==> config.mk <==
export PLATFORM = sky130hd
export DESIGN_NAME = exe_mem_pipe_stage
export DESIGN_NICKNAME = d
export VERILOG_FILES = /design/src/rtl/exe_mem_pipe_stage.sv
export SDC_FILE = /design/constraint.sdc
export NUM_CORES = 1
export LEC_CHECK = 0
export CAP_MARGIN = 10
export CORE_MARGIN = 2
export CORE_UTILIZATION = 47
export CTS_CLUSTER_DIAMETER = 40
export CTS_CLUSTER_SIZE = 16
export DETAILED_ROUTE_END_ITERATION = 8
export DONT_BUFFER_PORTS = 1
export PLACE_DENSITY = 0.73
export SLEW_MARGIN = 25
export SYNTH_ARGS = -nofsm -noshare
export SYNTH_HDL_FRONTEND = slang
export SYNTH_SLANG_ARGS = --single-unit
export TNS_END_PERCENT = 10
==> constraint.sdc <==
create_clock -name clk -period 18.4 [get_ports clk]
set_input_delay 3.68 -clock clk [delete_from_list [all_inputs] [get_ports clk]]
set_output_delay 3.68 -clock clk [all_outputs]
set_load 0.02 [all_outputs]
==> src/rtl/exe_mem_pipe_stage.sv <==
// exe_mem_pipe_stage: EX->MEM boundary register with valid/ready skid buffer, flush and bubble gating.
// Optional perf counters (stall_cnt, flush_cnt) enabled by defining PIPE_PERF_EN.
module exe_mem_pipe_stage #(
    parameter int DATA_W = 32,
    parameter int WB_W   = 2,
    parameter int M_W    = 3,
    parameter int DEST_W = 5,
    parameter int CNT_W  = 16
) (
    input  logic              clk,
    input  logic              rst,
    input  logic              flush,
    input  logic              in_valid,
    output logic              in_ready,
    input  logic [WB_W-1:0]   wb_in,
    input  logic [M_W-1:0]    m_in,
    input  logic              zero_in,
    input  logic [DATA_W-1:0] pc_in,
    input  logic [DATA_W-1:0] alu_res_in,
    input  logic [DATA_W-1:0] rd2_in,
    input  logic [DEST_W-1:0] dest_in,
    output logic              out_valid,
    input  logic              out_ready,
    output logic [WB_W-1:0]   wb_out,
    output logic [M_W-1:0]    m_out,
    output logic              zero_out,
    output logic [DATA_W-1:0] pc_out,
    output logic [DATA_W-1:0] alu_res_out,
    output logic [DATA_W-1:0] rd2_out,
`ifdef PIPE_PERF_EN
    output logic [CNT_W-1:0]  stall_cnt,
    output logic [CNT_W-1:0]  flush_cnt,
`endif
    output logic [DEST_W-1:0] dest_out
);
    localparam int BW = WB_W + M_W + 1 + 3 * DATA_W + DEST_W;

    logic          r_main_valid;
    logic          r_skid_valid;
    logic [BW-1:0] r_main;
    logic [BW-1:0] r_skid;
    logic [BW-1:0] w_in;
    logic          w_accept;
    logic          w_consume;
    logic [WB_W-1:0] w_wb;
    logic [M_W-1:0]  w_m;

    assign w_in      = {wb_in, m_in, zero_in, pc_in, alu_res_in, rd2_in, dest_in};
    assign in_ready  = ~r_skid_valid;
    assign out_valid = r_main_valid;
    assign w_accept  = in_valid & in_ready;
    assign w_consume = r_main_valid & out_ready;
    assign {w_wb, w_m, zero_out, pc_out, alu_res_out, rd2_out, dest_out} = r_main;
    // Control fields are forced to zero on a bubble so MEM/WB never write.
    assign wb_out = r_main_valid ? w_wb : '0;
    assign m_out  = r_main_valid ? w_m : '0;

    always_ff @(posedge clk or posedge rst) begin
        if (rst) begin
            r_main_valid <= 1'b0;
            r_skid_valid <= 1'b0;
            r_main       <= '0;
            r_skid       <= '0;
        end else if (flush) begin
            r_main_valid <= 1'b0;
            r_skid_valid <= 1'b0;
        end else if (w_consume && r_skid_valid) begin
            r_main       <= r_skid;
            r_skid_valid <= 1'b0;
        end else if (w_accept && (!r_main_valid || w_consume)) begin
            r_main       <= w_in;
            r_main_valid <= 1'b1;
        end else if (w_accept) begin
            r_skid       <= w_in;
            r_skid_valid <= 1'b1;
        end else if (w_consume) begin
            r_main_valid <= 1'b0;
        end
    end

`ifdef PIPE_PERF_EN
    logic [CNT_W-1:0] r_stall_cnt;
    logic [CNT_W-1:0] r_flush_cnt;

    assign stall_cnt = r_stall_cnt;
    assign flush_cnt = r_flush_cnt;

    // Both counters saturate at all-ones.
    always_ff @(posedge clk or posedge rst) begin
        if (rst) begin
            r_stall_cnt <= '0;
            r_flush_cnt <= '0;
        end else begin
            if (r_main_valid && !out_ready && r_stall_cnt != '1)
                r_stall_cnt <= r_stall_cnt + CNT_W'(1);
            if (flush && (r_main_valid || r_skid_valid) && r_flush_cnt != '1)
                r_flush_cnt <= r_flush_cnt + CNT_W'(1);
        end
    end
`endif
endmodule

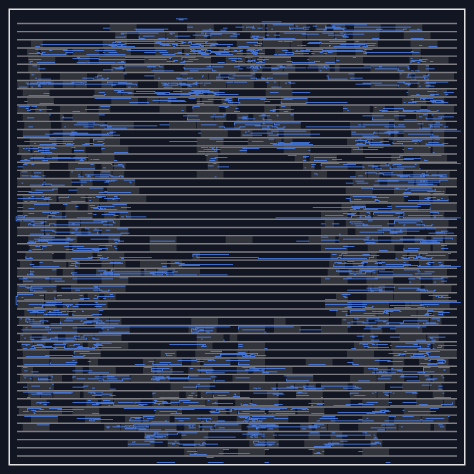
Figure 1: run 1, the metal 1 layer.
(3 px per µm) Supply wires on this layer in grey. Cells faint in the background.
nets with wire on the layer: 677
share of all routed wire: 37%
drt total wl: 19.27 mm
via count: 4,865
GR Layer Usage met1: 0.1876

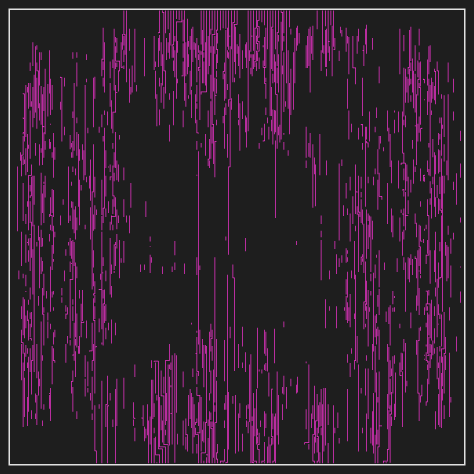
Figure 2: run 1, signal wires on met2.
(3 px per µm)
wire length on this layer: 9,200 µm
longest straight run: 64.3 µm
share of all routed wire: 48%
nets with wire on the layer: 667
main direction: vertical
routing usage on met2: 0.2753

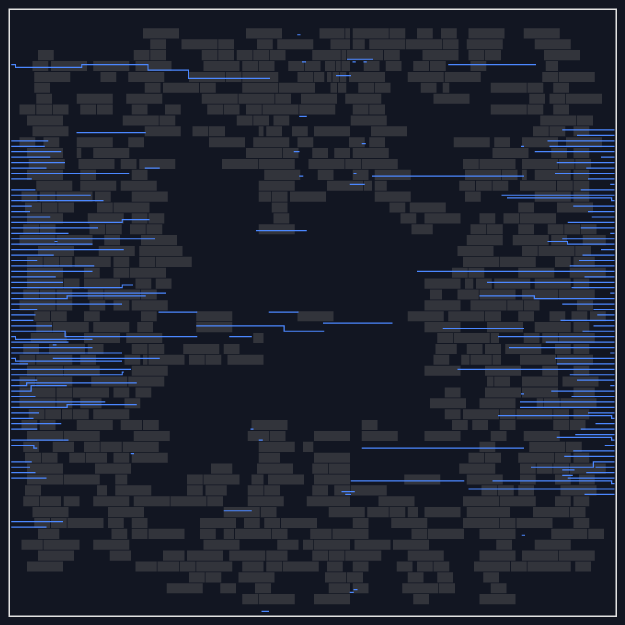
Figure 3: run 1, M3 wires.
(4 px per µm) Cells faint in the background.
nets with wire on the layer: 141
longest straight run: 49.1 µm
met3 usage in global routing: 0.07681

==> results_slide.txt, run 1 <==
Flow Results at a Glance

Setup path
  – Critical path depth: 5
  – Type of the worst setup path: primary input to flip-flop
  – Worst r2r src: out_valid
  – CP endpoint: r_main[101]
  – CP Capture Type: flip-flop
  – CP Launch Type: primary input
  – CP top delay family: buffers and inverters
  – Worst path cell trace: nand2_1, a211oi_4, buf_4, buf_4, mux2_2
  – R2R cell count: 5
  – Worst r2r dst: r_main[101]
  – CP Max Fanout: 53
  – WP data required: 18.81 ns
  – Crit path largest cell delay: 0.70 ns
  – Crit path DAT: 6.15 ns
  – Cell mode on critical path: buf_4
  – Worst R2R Setup Slack: 14.90 ns

Synth
  – Yosys simple share: 0.006987
  – Multiplexer share: 0.3652
  – Synthesized registers: 216
  – Top cells by count: mux2_2 (264), dfrtp_1 (216), buf_4 (104)
  – Comb area leader: multiplexers
  – Cell area after synthesis: 10,210 µm²
  – Syn avg cell area: 14.75 µm²
  – Chip area in the Yosys report: 10,210 µm²
  – Yosys cell types: 20
  – Synth Flop Type: dfrtp_1
  – Dominant cell type by area after synthesis: dfrtp_1
  – Asr flop ratio synth: 1.000
  – Fa+ha+maj area frac: 0
  – Synth Warn #: 0
  – Most common cell in the synthesized netlist: mux2_2
  – Top-area cell share: 0.5295
  – Top cells, area: dfrtp_1 (53%), mux2_2 (29%), buf_4 (7.6%)
  – Syn Inst Count: 692

Route
  – Via/cell ratio: 5.454
  – Wire length per cell: 21.60 µm
  – Iter 0 DRT Violations: 79
  – First-pass detailed-route iteration total: 4

Place
  – HPWL Detailed: 12.57 mm
  – Placer Congestion: 0.7788
  – Placed inst area: 9658 µm²
  – DP Worst Slack: 12.11 ns
  – Placed Cells: 836

Power
  – Sequential share of power: 0.495
  – P_sw: 427.1 µW
  – Overall Power: 1508 µW
  – Comb power frac: 0.114
  – Switch share: 0.2832
  – Peak VDD IR: 0.08721 mV
  – Clock power frac: 0.391
  – P_int: 1081 µW

STA
  – Final tally of setup violations: 0
  – Final setup TNS: 0 ns
  – Fin crit share: 0.3119
  – Fmax: 174.2 MHz
  – Slew headroom: 0.3948
  – RSZ-0062 raised after global routing: no
  – Clock Skew: 0.01211 ns
  – Fin worst setup slack: 12.66 ns
  – Pin slew with the least headroom to its limit: 0.9078 ns

Layout
  – Count of non-filler cells in the finished layout: 892
  – Fillers: 1,709
  – Synth-to-Final Area Change: 4.977%
  – Share of cells above drive strength 1: 0.5754
  – Design Area, Final: 10,720 µm²
  – Layout Nets: 705
  – Register area: 5405 µm²
  – Final Core Density: 0.5065
  – Comb area: 3852 µm²

GRT
  – GRT Util Overall: 0.1661
  – Global route overflow: 0
  – Busiest grt layer: met2

Floorplanning
  – Row count: 53
  – Core area: 21,150 µm²
  – Die Area: 22,910 µm²
  – Die height: 151.4 µm
  – Ports: 221

Flow run
  – Tool warnings: 28

CTS
  – Clock tree buffer depth: 3
  – Root buffer cell: clkbuf_16
  – Gates resized, CTS repair: 0
  – Setup bufs post-CTS: 0
  – Clk_lat worst skew: 0.54 ns
  – CTS tree: yes
  – Clock Pin Slew Worst Setup and Hold Paths: 0.05 ns

Worst hold path
  – Worst hold path type: flip-flop to flip-flop
  – Beginning of the worst hold path: r_main[103]

Run status
  – Outcome: completed
[run 1: worst reg2reg max path, cell delays in order, from the launching register on]
cell,delay (ns)
dfrtp_1,0.62
or2_1,0.37
a211oi_4,0.56
buf_4,0.63
buf_4,0.74
mux2_2,0.46
[run 1: placed cells by master (no fill, tap or decap), types with 2 or more instances in the layout]
cell | synthesis | routed
a21oi_1 | 2 | 2
and2_1 | 5 | 5
buf_4 | 104 | 4
bufinv_16 | 0 | 4
clkbuf_1 | 7 | 4
clkbuf_16 | 0 | 31
clkinv_2 | 0 | 3
clkinv_4 | 0 | 4
clkinvlp_4 | 0 | 4
dfrtp_1 | 216 | 216
inv_1 | 3 | 2
inv_6 | 0 | 4
inv_8 | 0 | 2
mux2_1 | 27 | 27
mux2_2 | 264 | 264
mux2_4 | 30 | 30
[run 1: power groups by stage]
stage	combinational, µW	clock [µW]	sequential (µW)
after global routing	188	625	762
after CTS	176	604	748
final	171	590	747
after global placement	162	0	745
after detailed placement	176	0	754
after floorplan	303	0	648
[run 1: cell type report]
type,instances,area share
clock buffers,35,0.07380
clock inverters,21,0.02405
inverters,3,0.002219
multi-input cells,337,0.3595
flip-flops and latches,216,0.5044
well taps,275,0.03211
repair buffers,5,0.003853
[run 1: sequential cells by signal (all words and copies together), names as in the netlist]
signal and flops:
r_skid 107, r_skid_valid 1, r_main 107, out_valid 1
[run 1: layer usage]
layer | wire length, µm | up-vias | part of all wire
met1 | 7151 | 2509 | 0.37
met3 | 2285 | 40 | 0.12
met5 | 0 | - | 0
met4 | 628 | 0 | 0.033
li1 | - | 2121 | -
met2 | 9202 | 195 | 0.48
Figure 4. Metal 4 (run 1).
(2 px per µm) Supply wires on this layer in grey. Cells faint in the background.
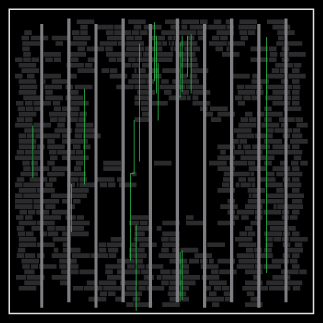

## Run 2: what changed since run 1
==> constraint.sdc (replaced) <==
create_clock -name clk -period 5.7 [get_ports clk]
set_input_delay 1.14 -clock clk [delete_from_list [all_inputs] [get_ports clk]]
set_output_delay 1.14 -clock clk [all_outputs]
set_load 0.02 [all_outputs]
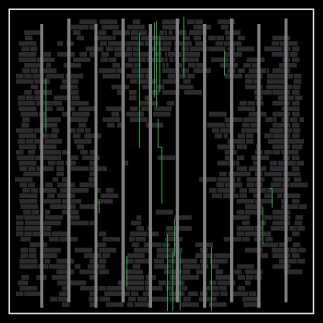
Figure 5: run 2, metal 4.
(2 px per µm) Supply wires on this layer in grey. Cells faint in the background.
wire length on this layer: 474 µm
main direction: vertical
share of all routed wire: 2.5%
via count: 4,902
drt total wl: 19.21 mm

==> run 2 against run 1 <==
Effect of this change: worst hold slack lost 0.0016 ns; worst setup slack got worse by 9.7 ns; global-route usage about the same; first-iteration DRC count grew 72%; total power grew to 3.1 times the previous value; final area is 0.34% lower; via count is 0.76% higher; critical path type is now flip-flop to output pin; highest routed layer unchanged.
==> results_slide.txt, run 2 <==
Flow Results at a Glance

Route
  – Wire length per cell: 21.49 µm (-0.53%)
  – WL met3: 2.320 mm (+1.5%)
  – First-pass detailed-route iteration total: 4 (unchanged)
  – Number of remaining DRC errors: 0
  – WL met2: 9.349 mm (+1.6%)
  – DR top layer: met4
  – Iter 0 DRT Violations: 136 (+72%)
  – Via/cell ratio: 5.483 (+0.54%)
  – Met1 wire length: 7.064 mm (-1.2%)

STA
  – Fmax: 358.6 MHz
  – Clock Skew: 0.01096 ns (-0.001150 ns)
  – Final tally of setup violations: 0 (unchanged)
  – RSZ-0062 raised after global routing: no
  – Fin worst setup slack: 2.911 ns (-9.750 ns)
  – Slew headroom: 0.4640 (+0.06922)
  – Pin slew with the least headroom to its limit: 0.8040 ns (-0.1038 ns)
  – Tmin final: 2.789 ns
  – Final setup TNS: 0 ns (unchanged)
  – Fin crit share: 0.4892

Synth
  – Synth Warn #: 0 (unchanged)
  – Top-area cell share: 0.5295 (unchanged)
  – Syn Inst Count: 692 (unchanged)
  – Asr flop ratio synth: 1.000 (unchanged)
  – Dominant cell type by area after synthesis: dfrtp_1
  – Most common cell in the synthesized netlist: mux2_2
  – Cell area after synthesis: 10,210 µm² (unchanged)
  – Syn avg cell area: 14.75 µm² (unchanged)
  – Synthesized registers: 216 (unchanged)
  – Top cells, area: dfrtp_1 (53%), mux2_2 (29%), buf_4 (7.6%)
  – Synth Flop Type: dfrtp_1
  – Chip area in the Yosys report: 10,210 µm² (unchanged)
  – Yosys cell types: 20 (unchanged)
  – Top cells by count: mux2_2 (264), dfrtp_1 (216), buf_4 (104)

Floorplanning
  – Row count: 53 (unchanged)
  – Ports: 221 (unchanged)
  – Core area: 21,150 µm² (unchanged)
  – Die height: 151.4 µm (unchanged)
  – Die Area: 22,910 µm² (unchanged)

GRT
  – Global route overflow: 0 (unchanged)
  – GRT Util Overall: 0.1656 (-0.0004450)
  – Routing usage on met2: 0.2830 (+0.007692)
  – GR Layer Usage met1: 0.1810 (-0.006568)
  – Met3 usage in global routing: 0.07741 (+0.0006024)
  – Busiest grt layer: met2

CTS
  – Root buffer cell: clkbuf_16
  – Clock Pin Slew Worst Setup and Hold Paths: 0.06 ns (about the same)
  – Clk_lat worst skew: 0.53 ns (about the same)
  – Setup bufs post-CTS: 0 (unchanged)
  – CTS tree: yes

Run status
  – Outcome: completed

Flow run
  – Tool warnings: 30 (+7.1%)

Setup path
  – CP Launch Type: flip-flop
  – CP Max Fanout: 13 (-75%)
  – WP data required: 4.56 ns (-14.25 ns)
  – R2R cell count: 4 (-1)
  – CP Capture Type: output pin
  – CP top delay family: flip-flops
  – Type of the worst setup path: flip-flop to output pin
  – Worst R2R Setup Slack: 3.04 ns (-11.86 ns)
  – Worst r2r src: out_valid
  – Worst path cell trace: and2_1
  – Worst r2r dst: r_main[59]

Place
  – Placer Congestion: 0.7412 (-4.8%)
  – DP Worst Slack: 2.629 ns (-9.480 ns)
  – HPWL Detailed: 12.83 mm (+2.0%)

Layout
  – Largest regs: r_main x107, r_skid x107
  – Final Core Density: 0.5048 (-0.001716)
  – Layout Nets: 707 (+0.28%)
  – Top Layout Cells: mux2_2 (264), dfrtp_1 (216), clkbuf_16 (31), mux2_4 (30), mux2_1 (27)
  – Most common logic cell in the routed design: mux2_2
  – Synth-to-Final Area Change: 4.621%
  – Share of cells above drive strength 1: 0.5816 (+0.006219)

Worst hold path
  – Worst hold path type: flip-flop to flip-flop
  – Beginning of the worst hold path: r_main[103]

Power
  – Peak VDD IR: 0.2162 mV (+150%)
## run 2: cell counts after synthesis
Identical to the previous run, type by type.
## run 2: how the worst max path moves through the flow
stage | startpoint | to | slack (ns) | cells past startpoint
6_report | out_valid | m_out[2] | 2.91 | 1
5_1_grt | out_valid | m_out[2] | 2.81 | 1
4_1_cts | out_valid | m_out[2] | 2.87 | 1
3_5_place_dp | out_ready | r_main[59] | 2.63 | 4
3_3_place_gp | out_ready | r_main[64] | 2.68 | 4
2_1_floorplan | rst | out_valid | 1.75 | 1
## run 2: through the flow
| step | instance area [µm²] | power, µW | hold slack [ns] | cells |
|---|---|---|---|---|
| floorplan | 10210 | 3069 | 0.4594 | 692 |
| global placement | 9694 | 2927 | 0.4828 | 838 |
| detailed placement | 9694 | 3001 | 0.4881 | 838 |
| CTS | 10680 | 4797 | 0.5011 | 894 |
| global route | 10680 | 4961 | 0.5115 | 894 |
| finish | 10680 | 4731 | 0.4972 | 894 |
## run 2: final cells by class
cell class,instances,area [µm²]
clock inverter,24,205.2
fill,1727,10480
clock buffer,32,779.5
multi-input combinational,337,3852
timing repair buffer,7,77.57
inverter,3,15.01
sequential,216,5405
tap,275,344.1
## run 2: cells by family after synthesis
logic type             share of synthesized area
multiplexers                              0.3652
flip-flops                                0.5295
buffers and inverters                    0.09488
AND/OR/NAND/NOR                         0.006987
AND-OR/OR-AND                           0.003432
## run 2: power by group
part	switching, µW	internal (µW)
Clock	739	1030
Sequential	480	1930
Combinational	184	369
Total	1400	3330
Figure 6. The metal 1 layer (run 2).
(3 px per µm) Supply wires on this layer in grey. Cells faint in the background.
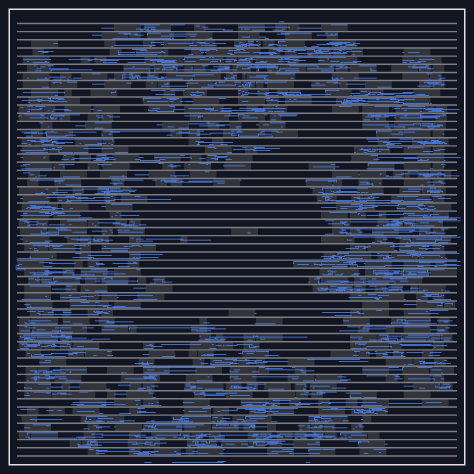

## Run 3: what changed since run 2
--- a/config.mk
+++ b/config.mk
@@ -12,7 +12,7 @@
 export CTS_CLUSTER_SIZE = 16
 export DETAILED_ROUTE_END_ITERATION = 8
 export DONT_BUFFER_PORTS = 1
-export PLACE_DENSITY = 0.73
+export PLACE_DENSITY = 0.75
 export SLEW_MARGIN = 25
 export SYNTH_ARGS = -nofsm -noshare
 export SYNTH_HDL_FRONTEND = slang
==> constraint.sdc (replaced) <==
create_clock -name clk -period 2.5 [get_ports clk]
set_input_delay 0.5 -clock clk [delete_from_list [all_inputs] [get_ports clk]]
set_output_delay 0.5 -clock clk [all_outputs]
set_load 0.02 [all_outputs]
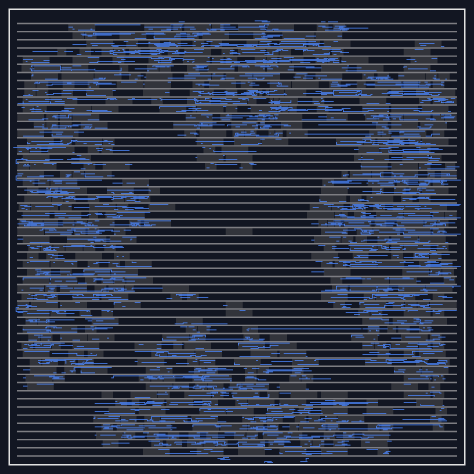
Figure 7: run 3, the metal 1 layer.
(3 px per µm) Supply wires on this layer in grey. Cells faint in the background.
nets with wire on the layer: 690
share of all routed wire: 38%
wire length on this layer: 7,300 µm

==> run 3 against run 2 <==
Effect of this change: worst hold slack worse by 0.45 ns; register-to-register slack worse by 2.7 ns; global-route usage down 0.068 points; first-iteration DRC count fell by 9.6%; synthesized cell count is the same; count of clock-buffer cells in the layout is 1 higher; critical path depth rose by 3; routed wire length fell by 0.72%; cell count is 0.56% higher.
==> results_slide.txt, run 3 <==
Flow Results at a Glance

Synth
  – Top cells by count: mux2_2 (264), dfrtp_1 (216), buf_4 (104)
  – Syn avg cell area: 14.75 µm² (unchanged)
  – Syn Inst Count: 692 (unchanged)
  – Asr flop ratio synth: 1.000 (unchanged)
  – Dominant cell type by area after synthesis: dfrtp_1
  – Most common cell in the synthesized netlist: mux2_2
  – Synth Warn #: 0 (unchanged)
  – Synth Flop Type: dfrtp_1
  – Yosys cell types: 20 (unchanged)

Layout
  – Final Core Density: 0.5132 (+0.008399)
  – Fillers: 1,710 (-0.98%)
  – Comb area: 3852 µm² (unchanged)
  – Most common logic cell in the routed design: mux2_2
  – Register area: 5405 µm² (unchanged)
  – Top Layout Cells: mux2_2 (264), dfrtp_1 (216), mux2_4 (30), clkbuf_16 (30), mux2_1 (27)
  – Design Area, Final: 10,860 µm² (+1.7%)
  – Synth-to-Final Area Change: 6.362%
  – Share of cells above drive strength 1: 0.5817 (about the same)
  – Largest regs: r_main x107, r_skid x107

Route
  – Drt total wl: 19.07 mm (-0.72%)
  – Iter 0 DRT Violations: 123 (-9.6%)
  – Via/cell ratio: 5.449 (-0.62%)
  – Via count: 4,899 (-0.061%)

Setup path
  – Critical path depth: 4 (+3)
  – Worst path cell trace: buf_4, or4b_4, buf_4, mux2_4
  – CP Capture Type: flip-flop
  – CP endpoint: r_skid[82]
  – Worst r2r dst: r_skid[82]
  – Worst setup startpoint: out_valid
  – Worst R2R Setup Slack: 0.33 ns (-2.71 ns)
  – CP Launch Type: flip-flop

Floorplanning
  – Die Area: 22,910 µm² (unchanged)
  – Row count: 53 (unchanged)
  – Ports: 221 (unchanged)
  – Die height: 151.4 µm (unchanged)

STA
  – Final setup TNS: 0 ns (unchanged)
  – Slew headroom: 0.5100 (+0.04604)
  – Fmax: 459.9 MHz
  – Tmin final: 2.174 ns
  – Fin crit share: 0.8697
  – Clock Skew: 0.01946 ns (+0.008497 ns)

GRT
  – GRT Util Overall: 0.1649 (-0.0006791)
  – Global route overflow: 0 (unchanged)

Power
  – Peak VDD IR: 0.6142 mV (+180%)

CTS
  – Setup bufs post-CTS: 0 (unchanged)
  – Root buffer cell: clkbuf_16
  – CTS tree: yes

Place
  – Placer Congestion: 0.7080 (-4.5%)

Flow run
  – Tool warnings: 29 (-3.3%)

Run status
  – Outcome: completed
-- run 3: cell counts after synthesis --
No cell type changed its count.
-- run 3: layout make-up --
class,count,area share
Tap cell,275,0.03169
Sequential cell,216,0.4979
Clock inverter,23,0.02535
Multi-Input combinational cell,337,0.3548
Timing Repair Buffer,12,0.01683
Clock buffer,33,0.07203
Inverter,3,0.001383
-- run 3: worst min-delay path by stage --
stage / startpoint / end / cells after the start
after floorplan: r_main[0] / r_main[0] / 1
after detailed placement: r_skid[56] / r_skid[56] / 1
after global routing: out_ready / r_skid_valid / 1
after CTS: out_ready / r_skid_valid / 1
after global placement: r_main[105] / r_main[105] / 1
final: out_ready / r_skid_valid / 1
-- run 3: per-layer routing --
layer | GRT usage | up-vias | share of wire
met2 | 0.2790 | 170 | 0.49
li1 | - | 2156 | -
met4 | 0.04393 | 0 | 0.016
met3 | 0.07500 | 22 | 0.12
met5 | 0 | - | 0
met1 | 0.1896 | 2551 | 0.38
-- run 3: cell families (layout without fill, tap and decap cells) --
kind of cell           count (synthesis)  count (layout)  synth area share
AND-OR/OR-AND                          5               5          0.003432
AND/OR/NAND/NOR                       11              11          0.006987
multiplexers                         321             321            0.3652
buffers and inverters                139              71           0.09488
flip-flops                           216             216            0.5295
-- run 3: power breakdown --
group          total, µW  internal [µW]  switching, µW
combinational       1290            856            434
sequential          5480           4400           1080
clock               4320           2570           1750
total              11100           7820           3270
-- run 3: per-stage QoR --
| step | setup slack, ns | std cells |
|---|---|---|
| 3_3_place_gp | 0.3826 | 841 |
| 4_1_cts | 0.3324 | 899 |
| 2_1_floorplan | -0.8121 | 692 |
| 3_5_place_dp | 0.3552 | 841 |
| 6_report | 0.3258 | 899 |
| 5_1_grt | 0.2399 | 899 |
No activity file was given, so power comes from the tool's default toggle rates.
